File: src/rtl/multicycle_control.sv
`default_nettype none
// ============================================================================
// Module      : multicycle_control
// Description : Multicycle RISC-V main control FSM. Sequences fetch, decode,
//               execute, memory and writeback, with memory timeout and traps.
// Revision    : 1.0 - initial release
// ============================================================================
module multicycle_control #(
    parameter int WAIT_LIMIT = 15
) (
    input  logic       clk,
    input  logic       reset,
    input  logic [6:0] opcode_i,
    input  logic       mem_ready_i,
    input  logic       branch_taken_i,
    output logic [2:0] alu_op_o,
    output logic       alu_src_a_o,
    output logic       alu_src_b_o,
    output logic       ir_write_o,
    output logic       pc_write_o,
    output logic [1:0] pc_src_o,
    output logic       i_or_d_o,
    output logic       mem_read_o,
    output logic       mem_write_o,
    output logic       reg_write_o,
    output logic [1:0] mem_to_reg_o,
    output logic       instr_retired_o,
    output logic       trap_o,
    output logic [1:0] trap_cause_o,
    output logic [2:0] state_o
);

    localparam logic [2:0] c_ST_FETCH     = 3'd0;
    localparam logic [2:0] c_ST_DECODE    = 3'd1;
    localparam logic [2:0] c_ST_EXECUTE   = 3'd2;
    localparam logic [2:0] c_ST_MEM_READ  = 3'd3;
    localparam logic [2:0] c_ST_MEM_WRITE = 3'd4;
    localparam logic [2:0] c_ST_WRITEBACK = 3'd5;
    localparam logic [2:0] c_ST_TRAP      = 3'd7;

    localparam logic [2:0] c_OP_R    = 3'b000;
    localparam logic [2:0] c_OP_I    = 3'b001;
    localparam logic [2:0] c_OP_LUI  = 3'b010;
    localparam logic [2:0] c_OP_B    = 3'b011;
    localparam logic [2:0] c_OP_S    = 3'b100;
    localparam logic [2:0] c_OP_L    = 3'b101;
    localparam logic [2:0] c_OP_JAL  = 3'b110;
    localparam logic [2:0] c_OP_JALR = 3'b111;

    localparam logic [1:0] c_CAUSE_ILLEGAL = 2'b01;
    localparam logic [1:0] c_CAUSE_TIMEOUT = 2'b10;

    localparam logic [7:0] c_WAIT_LAST = 8'(WAIT_LIMIT - 1);

    logic [2:0] r_state;
    logic [2:0] w_next_state;
    logic [2:0] r_alu_op;
    logic [2:0] w_dec_op;
    logic       w_dec_legal;
    logic [7:0] r_wait_cnt;
    logic [1:0] r_trap_cause;
    logic [1:0] w_trap_cause_next;
    logic       w_mem_state;
    logic       w_timeout;

    always_comb begin
        w_dec_legal = 1'b1;
        w_dec_op    = c_OP_R;
        case (opcode_i)
            7'b0110011: w_dec_op = c_OP_R;
            7'b0010011: w_dec_op = c_OP_I;
            7'b0110111: w_dec_op = c_OP_LUI;
            7'b1100011: w_dec_op = c_OP_B;
            7'b0100011: w_dec_op = c_OP_S;
            7'b0000011: w_dec_op = c_OP_L;
            7'b1101111: w_dec_op = c_OP_JAL;
            7'b1100111: w_dec_op = c_OP_JALR;
            default:    w_dec_legal = 1'b0;
        endcase
    end

    assign w_mem_state = (r_state == c_ST_FETCH) || (r_state == c_ST_MEM_READ) ||
                         (r_state == c_ST_MEM_WRITE);
    // Ready on the last allowed cycle still completes the access.
    assign w_timeout   = w_mem_state && !mem_ready_i && (r_wait_cnt == c_WAIT_LAST);

    always_comb begin
        w_next_state      = r_state;
        w_trap_cause_next = c_CAUSE_TIMEOUT;
        alu_src_a_o       = 1'b0;
        alu_src_b_o       = 1'b0;
        ir_write_o        = 1'b0;
        pc_write_o        = 1'b0;
        pc_src_o          = 2'b00;
        i_or_d_o          = 1'b0;
        mem_read_o        = 1'b0;
        mem_write_o       = 1'b0;
        reg_write_o       = 1'b0;
        mem_to_reg_o      = 2'b00;
        instr_retired_o   = 1'b0;

        case (r_state)
            c_ST_FETCH: begin
                mem_read_o = 1'b1;
                if (mem_ready_i) begin
                    ir_write_o   = 1'b1;
                    pc_write_o   = 1'b1;
                    w_next_state = c_ST_DECODE;
                end else if (w_timeout) begin
                    w_next_state = c_ST_TRAP;
                end
            end
            c_ST_DECODE: begin
                if (w_dec_legal) begin
                    w_next_state = c_ST_EXECUTE;
                end else begin
                    w_next_state      = c_ST_TRAP;
                    w_trap_cause_next = c_CAUSE_ILLEGAL;
                end
            end
            c_ST_EXECUTE: begin
                alu_src_b_o = (r_alu_op != c_OP_R) && (r_alu_op != c_OP_B);
                alu_src_a_o = (r_alu_op == c_OP_JAL);
                case (r_alu_op)
                    c_OP_B: begin
                        pc_write_o      = branch_taken_i;
                        pc_src_o        = 2'b01;
                        instr_retired_o = 1'b1;
                        w_next_state    = c_ST_FETCH;
                    end
                    c_OP_L:  w_next_state = c_ST_MEM_READ;
                    c_OP_S:  w_next_state = c_ST_MEM_WRITE;
                    default: w_next_state = c_ST_WRITEBACK;
                endcase
            end
            c_ST_MEM_READ: begin
                i_or_d_o   = 1'b1;
                mem_read_o = 1'b1;
                if (mem_ready_i) begin
                    w_next_state = c_ST_WRITEBACK;
                end else if (w_timeout) begin
                    w_next_state = c_ST_TRAP;
                end
            end
            c_ST_MEM_WRITE: begin
                i_or_d_o    = 1'b1;
                mem_write_o = 1'b1;
                if (mem_ready_i) begin
                    instr_retired_o = 1'b1;
                    w_next_state    = c_ST_FETCH;
                end else if (w_timeout) begin
                    w_next_state = c_ST_TRAP;
                end
            end
            c_ST_WRITEBACK: begin
                reg_write_o     = 1'b1;
                instr_retired_o = 1'b1;
                w_next_state    = c_ST_FETCH;
                if (r_alu_op == c_OP_L) begin
                    mem_to_reg_o = 2'b01;
                end else if ((r_alu_op == c_OP_JAL) || (r_alu_op == c_OP_JALR)) begin
                    mem_to_reg_o = 2'b10;
                    pc_write_o   = 1'b1;
                    pc_src_o     = 2'b10;
                end
            end
            c_ST_TRAP: w_next_state = c_ST_TRAP;
            default:   w_next_state = c_ST_FETCH;
        endcase

        // Reset must kill strobes combinationally, even mid-access.
        if (reset) begin
            alu_src_a_o     = 1'b0;
            alu_src_b_o     = 1'b0;
            ir_write_o      = 1'b0;
            pc_write_o      = 1'b0;
            pc_src_o        = 2'b00;
            i_or_d_o        = 1'b0;
            mem_read_o      = 1'b0;
            mem_write_o     = 1'b0;
            reg_write_o     = 1'b0;
            mem_to_reg_o    = 2'b00;
            instr_retired_o = 1'b0;
        end
    end

    always_ff @(posedge clk or posedge reset) begin
        if (reset) begin
            r_state      <= c_ST_FETCH;
            r_alu_op     <= c_OP_R;
            r_wait_cnt   <= 8'd0;
            r_trap_cause <= 2'b00;
        end else begin
            r_state <= w_next_state;
            if ((r_state == c_ST_DECODE) && w_dec_legal) begin
                r_alu_op <= w_dec_op;
            end
            if ((w_next_state == c_ST_TRAP) && (r_state != c_ST_TRAP)) begin
                r_trap_cause <= w_trap_cause_next;
            end
            // Staying in a memory state means another wait cycle; any move clears.
            if (w_mem_state && (w_next_state == r_state)) begin
                r_wait_cnt <= r_wait_cnt + 8'd1;
            end else begin
                r_wait_cnt <= 8'd0;
            end
        end
    end

    assign alu_op_o     = r_alu_op;
    assign trap_o       = (r_state == c_ST_TRAP);
    assign trap_cause_o = r_trap_cause;
    assign state_o      = r_state;

endmodule
`default_nettype wire

File: config.mk
export PLATFORM = sky130hd
export DESIGN_NAME = multicycle_control
export DESIGN_NICKNAME = d
export VERILOG_FILES = /design/src/rtl/multicycle_control.sv
export SDC_FILE = /design/constraint.sdc
export NUM_CORES = 1
export LEC_CHECK = 0
export CORE_MARGIN = 2
export CORE_UTILIZATION = 42
export CTS_CLUSTER_DIAMETER = 120
export DETAILED_ROUTE_END_ITERATION = 7
export GPL_TIMING_DRIVEN = 0
export PLACE_DENSITY = 0.77
export SLEW_MARGIN = 10
export SYNTH_ARGS = -nofsm -noshare
export SYNTH_HDL_FRONTEND = slang
export SYNTH_SLANG_ARGS = --single-unit
File: constraint.sdc
create_clock -name clk -period 1.5 [get_ports clk]
set_input_delay 0.375 -clock clk [delete_from_list [all_inputs] [get_ports clk]]
set_output_delay 0.375 -clock clk [all_outputs]
set_load 0.1 [all_outputs]
Figure 1. Metal layers overlaid (run 1).
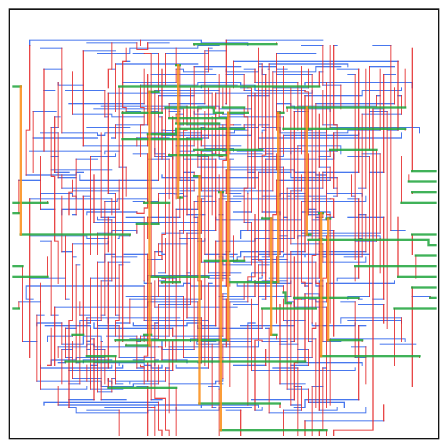
layer	colour	wire length
M2	red	2580 um
M4	orange	245 um
M1	blue	1960 um
M3	green	385 um
total routed wirelength: 5170 um
total global-route track usage: 27.0%
via count: 1396
Routed WL per cell: 23.9 um

Figure 2. Routed clock nets over the placement (run 1).
Scale bar: 20 um.
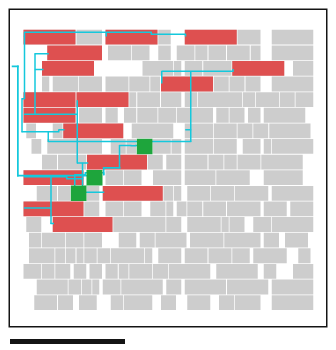
[clock wires] cyan | length: 233 um
[flip-flops] red | count: 16
[clock-net drivers] green | count: 3
routed clock nets	4

==> results.cfg, run 1 <==
; physical design summary
[status]
status = complete, but fails checks
violations = setup timing

[final_timing]
setup_tns_ps = -10680
finalSetupViolations = 33
fin_ws_ps = -614
slew-limit-headroom_pct = 67.9
period_used_pct = 141

[synth]
synthFlopType = dfrtp_1
topCellsByArea = dfrtp_1 (37%), and3_1 (4.6%), nor2_1 (4.1%)
yosys_warnings = 0
synth-seq-cells = 16
yosysTopAreaCell = dfrtp_1
top_cells_by_count = dfrtp_1 (16), nor2_1 (12), and3_1 (8), nand2_1 (8), nor3_1 (6)
synth_area_um2 = 1090

[critical_path]
crit_path_max_incr_delay_ps = 530
required_ps = 1120
path_class = reg -> out
crit_slowest_cell = dfrtp_4

[clock_network]
cts_root_buf = clkbuf_4
cts_buffer_depth = 2
clk_latency_ps = 300

[grt]
antenna_found_initial = 0
grt_util_met1_pct = 34.3
grt_pass1_wl_um = 5730

[die]
core_um2 = 2480
fp.dieW_um = 55.1

[layout]
final_cell_area_um2 = 2220
drive_gt1_share_pct = 60.8
antenna_cells = 0

[routing]
first_pass_iters = 4
first_iter_violations = 69
Figure 3. Sequential cells grouped by signal name (run 1).
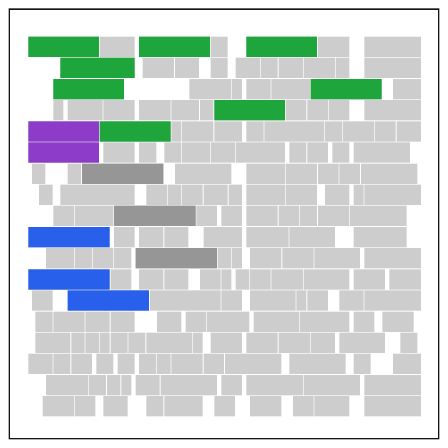
netlist name	colour	sequential cells
alu_op_o	blue	3
trap_cause_o	purple	2
r_wait_cnt	green	8
not coloured	3
Layout Utilization: 89.4%
Seq/total area: 19.1%
Flop area: 424 um^2
seq pwr: 773 uW

-- run 1: cell families after synthesis --
kind of cell	count (synthesis)	synth area share (%)
AND-OR/OR-AND	26	16.7
XOR/XNOR	6	4.80
adder cells (fa/ha/maj)	2	2.29
buffers and inverters	11	3.89
flip-flops	16	36.6
multiplexers	2	2.06
AND/OR/NAND/NOR	66	33.7
-- run 1: layout by cell type, fill, tap and decap left out, types with 2 or more instances in the layout --
cell / Yosys / routed
a21oi_4: 0 / 3
a31oi_1: 3 / 3
and3_1: 8 / 3
and3_4: 0 / 5
buf_12: 0 / 16
buf_2: 1 / 2
buf_4: 0 / 20
buf_6: 0 / 7
buf_8: 0 / 2
clkbuf_4: 0 / 3
clkbuf_8: 0 / 2
clkdlybuf4s15_2: 0 / 2
clkdlybuf4s50_1: 0 / 2
dfrtp_1: 16 / 9
dfrtp_4: 0 / 6
dlygate4sd2_1: 0 / 4
ha_1: 2 / 2
inv_1: 5 / 4
nand2_1: 8 / 5
nand2_2: 0 / 2
nand2b_1: 5 / 3
nand3_1: 5 / 2
nand3_2: 0 / 2
nand4_1: 4 / 4
nor2_2: 0 / 3
nor2_4: 0 / 8
nor2b_4: 1 / 3
nor3_1: 6 / 3
nor3_4: 0 / 3
o21a_1: 2 / 2
o21ai_1: 0 / 3
or2_4: 0 / 2
xor2_1: 5 / 5
-- run 1: registers in the layout, indices dropped and copies added (netlist names) --
signal and flops:
alu_op_o 3, state_o 3, trap_cause_o 2, r_wait_cnt 8
-- run 1: metrics by stage --
stage / utilization, % / total power, uW / hold slack (ps) / cells / worst slack, ps
finish: 89.4 / 4640 / 451 / 216 / -614
global route: 89.4 / 4760 / 470 / 216 / -676
floorplan: - / 2680 / 328 / 129 / -837
detailed placement: 67.8 / 3180 / 497 / 191 / -2330
global placement: 67.8 / 3150 / 480 / 191 / -2330
CTS: 82.8 / 4090 / 409 / 208 / -570
-- run 1: power by group --
group	total, uW	leakage [uW]	internal (uW)	switching, uW
Clock	302	0.0000210	148	154
Sequential	773	0.000200	579	194
Combinational	3570	0.000682	1410	2160
-- run 1: worst reg2reg max path, delay by kind of cell (launching register included) --
| kind | cells | cell delay [ps] |
|---|---|---|
| AOI/OAI and AO/OA | 4 | 810 |
| buffers and inverters | 2 | 300 |
| DFF | 1 | 530 |
| and+or+nand+nor | 1 | 250 |
-- run 1: repair_timing --
action | 4_1_cts | 5_1_grt
setup buffers | 15 | 11
pin swaps | 21 | 14
gates cloned | 0 | 0
resized | 209 | 36
hold buffers | 0 | 0
endpoints found under the setup margin | 43 | 34
-- run 1: worst paths after layout --
path / start / end / slack, ps / cells past startpoint
worst max-delay path: state_o[0] / pc_write_o / -610 / 5
worst min-delay path: reset / r_wait_cnt[5] / 450 / 3
worst max register to register: state_o[0] / trap_cause_o[0] / -500 / 7
worst min register to register: trap_cause_o[0] / trap_cause_o[0] / 510 / 1
max in group asynchronous: reset / alu_op_o[1] / 820 / 3
min in group clk: trap_cause_o[0] / trap_cause_o[0] / 510 / 1
-- run 1: layout make-up --
class,instances,area [um^2]
plain buffers,4,68.8
clock buffers,4,36.3
fillers,105,262
inverters,5,22.5
multi-input cells,102,972
flip-flops and latches,16,424
well taps,30,37.5
repair buffers,55,654
==> run 2, diff against run 1 <==
Settings changed: SLEW_MARGIN 10 to 20.
Figure 4. Met3 routing (run 2).
Scale bar: 20 um.
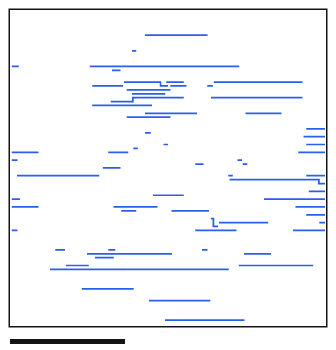
wire length on this layer	385 um
main direction	horizontal
longest straight run	30.8 um
nets with wire on the layer	52
share of all routed wire	7.4%

==> run 2 against run 1 <==
Compared with the run above:
- the flow still finishes with violations (setup timing)
- setup slack unchanged
- sequential power about the same
- critical endpoint unchanged
- clock-buffer cell count unchanged
- synthesized cell count unchanged
- total power unchanged
- critical path type unchanged
- first-iteration DRC count unchanged
- worst hold slack unchanged
- via count unchanged
- clock power about the same
- clock skew unchanged
==> results.cfg, run 2 <==
; physical design summary
[final_timing]
fin_ws_ps = -614
slew-limit-headroom_pct = 67.9
finalSetupViolations = 33

[layout]
fillers = 105
antenna_cells = 0
final_common_cell = buf_4
largest_reg_flops = 8
regMostFlops = r_wait_cnt
lay_top_cells = buf_4 (20), buf_12 (16), dfrtp_1 (9)
drive_gt1_share_pct = 60.8

[synth]
top_cells_by_count = dfrtp_1 (16), nor2_1 (12), and3_1 (8), nand2_1 (8), nor3_1 (6)
fa_ha_area_share_pct = 2.29
ys_sh_aoi_pct = 16.7
synthMuxAreaShare_pct = 2.06
ys_sh_simple_pct = 33.7
yosys_warnings = 0
xor_share_pct = 4.80
synthFlopType = dfrtp_1
yosysTopAreaCell = dfrtp_1
synth-seq-cells = 16
ys_top_logic_family = simple AND/OR/NAND/NOR gates
synth_area_um2 = 1090

[critical_path]
path_class = reg -> out
required_ps = 1120
reg2reg_depth = 7

[clock_network]
cts_root_buf = clkbuf_4
cts_buffer_depth = 2

[power]
combPwrFrac_pct = 76.9
sw_frac_of_total_pct = 54.1
pwr-share-clk_pct = 6.5
finalPower_uw = 4640
switchingPower_uw = 2510

[grt]
grt_pass1_wl_um = 5730
grt_use_total_pct = 27.0
antenna_found_initial = 0

[routing]
vias = 1396
wirelength_um = 5170
first_iter_violations = 69
first_pass_iters = 4
wl_per_cell_um = 23.9

[die]
fp.dieW_um = 55.1

[status]
status = complete, but fails checks
violations = setup timing
run 2: layout make-up:
| type | count | area [um^2] | area share (%) |
|---|---|---|---|
| inverter | 5 | 22.5 | 1.02 |
| tap | 30 | 37.5 | 1.69 |
| clock buffer | 4 | 36.3 | 1.64 |
| sequential | 16 | 424 | 19.1 |
| multi-input combinational | 102 | 972 | 43.9 |
| buffer | 4 | 68.8 | 3.11 |
| timing repair buffer | 55 | 654 | 29.5 |
run 2: power by group through the flow:
stage / registers [uW] / logic, uW / clock network [uW]
2_1_floorplan: 1340 / 1330 / 0
5_1_grt: 786 / 3670 / 313
3_5_place_dp: 757 / 2420 / 0
3_3_place_gp: 746 / 2400 / 0
4_1_cts: 748 / 3040 / 304
6_report: 773 / 3570 / 302
run 2: layer usage:
metal	vias up	share of wire, %	GRT usage (%)
met5	-	0	0
met4	0	4.7	9.76
met3	22	7.4	5.65
met2	94	50	45.2
met1	689	38	34.3
li1	591	-	-
run 2: cell families after synthesis:
group,count (synthesis)
adder cells (fa/ha/maj),2
XOR/XNOR,6
AND-OR/OR-AND,26
buffers and inverters,11
AND/OR/NAND/NOR,66
flip-flops,16
multiplexers,2
run 2: worst paths after layout:
path                       slack (ps)              end       startpoint
hold reg to reg                   510  trap_cause_o[0]  trap_cause_o[0]
hold / removal                    450    r_wait_cnt[5]            reset
min in group clk                  510  trap_cause_o[0]  trap_cause_o[0]
max in group asynchronous         820      alu_op_o[1]            reset
setup reg to reg                 -500  trap_cause_o[0]       state_o[0]
setup / recovery                 -610       pc_write_o       state_o[0]
run 2: metrics by stage:
step | std cells | util (%) | TNS, ps | area, um^2 | hold slack, ps
floorplan | 129 | - | -11010 | 1320 | 328
global route | 216 | 89.4 | -12090 | 2220 | 470
finish | 216 | 89.4 | -10680 | 2220 | 451
detailed placement | 191 | 67.8 | -39870 | 1680 | 497
CTS | 208 | 82.8 | -8940 | 2050 | 409
global placement | 191 | 67.8 | -39570 | 1680 | 480
run 2: timing repair:
action / 4_1_cts / 5_1_grt
gates resized: 209 / 36
pin swaps: 21 / 14
setup buffers: 15 / 11
setup endpoints to repair: 43 / 34
run 2: worst max-delay path, cell delays in order, from the launching register on:
cell and delay, ps:
dfrtp_4 530, buf_8 150, nor2_4 190, nand4_1 200, a21oi_4 190, buf_12 190
Power figures rest on the tool's default switching activity, not on a simulated workload.
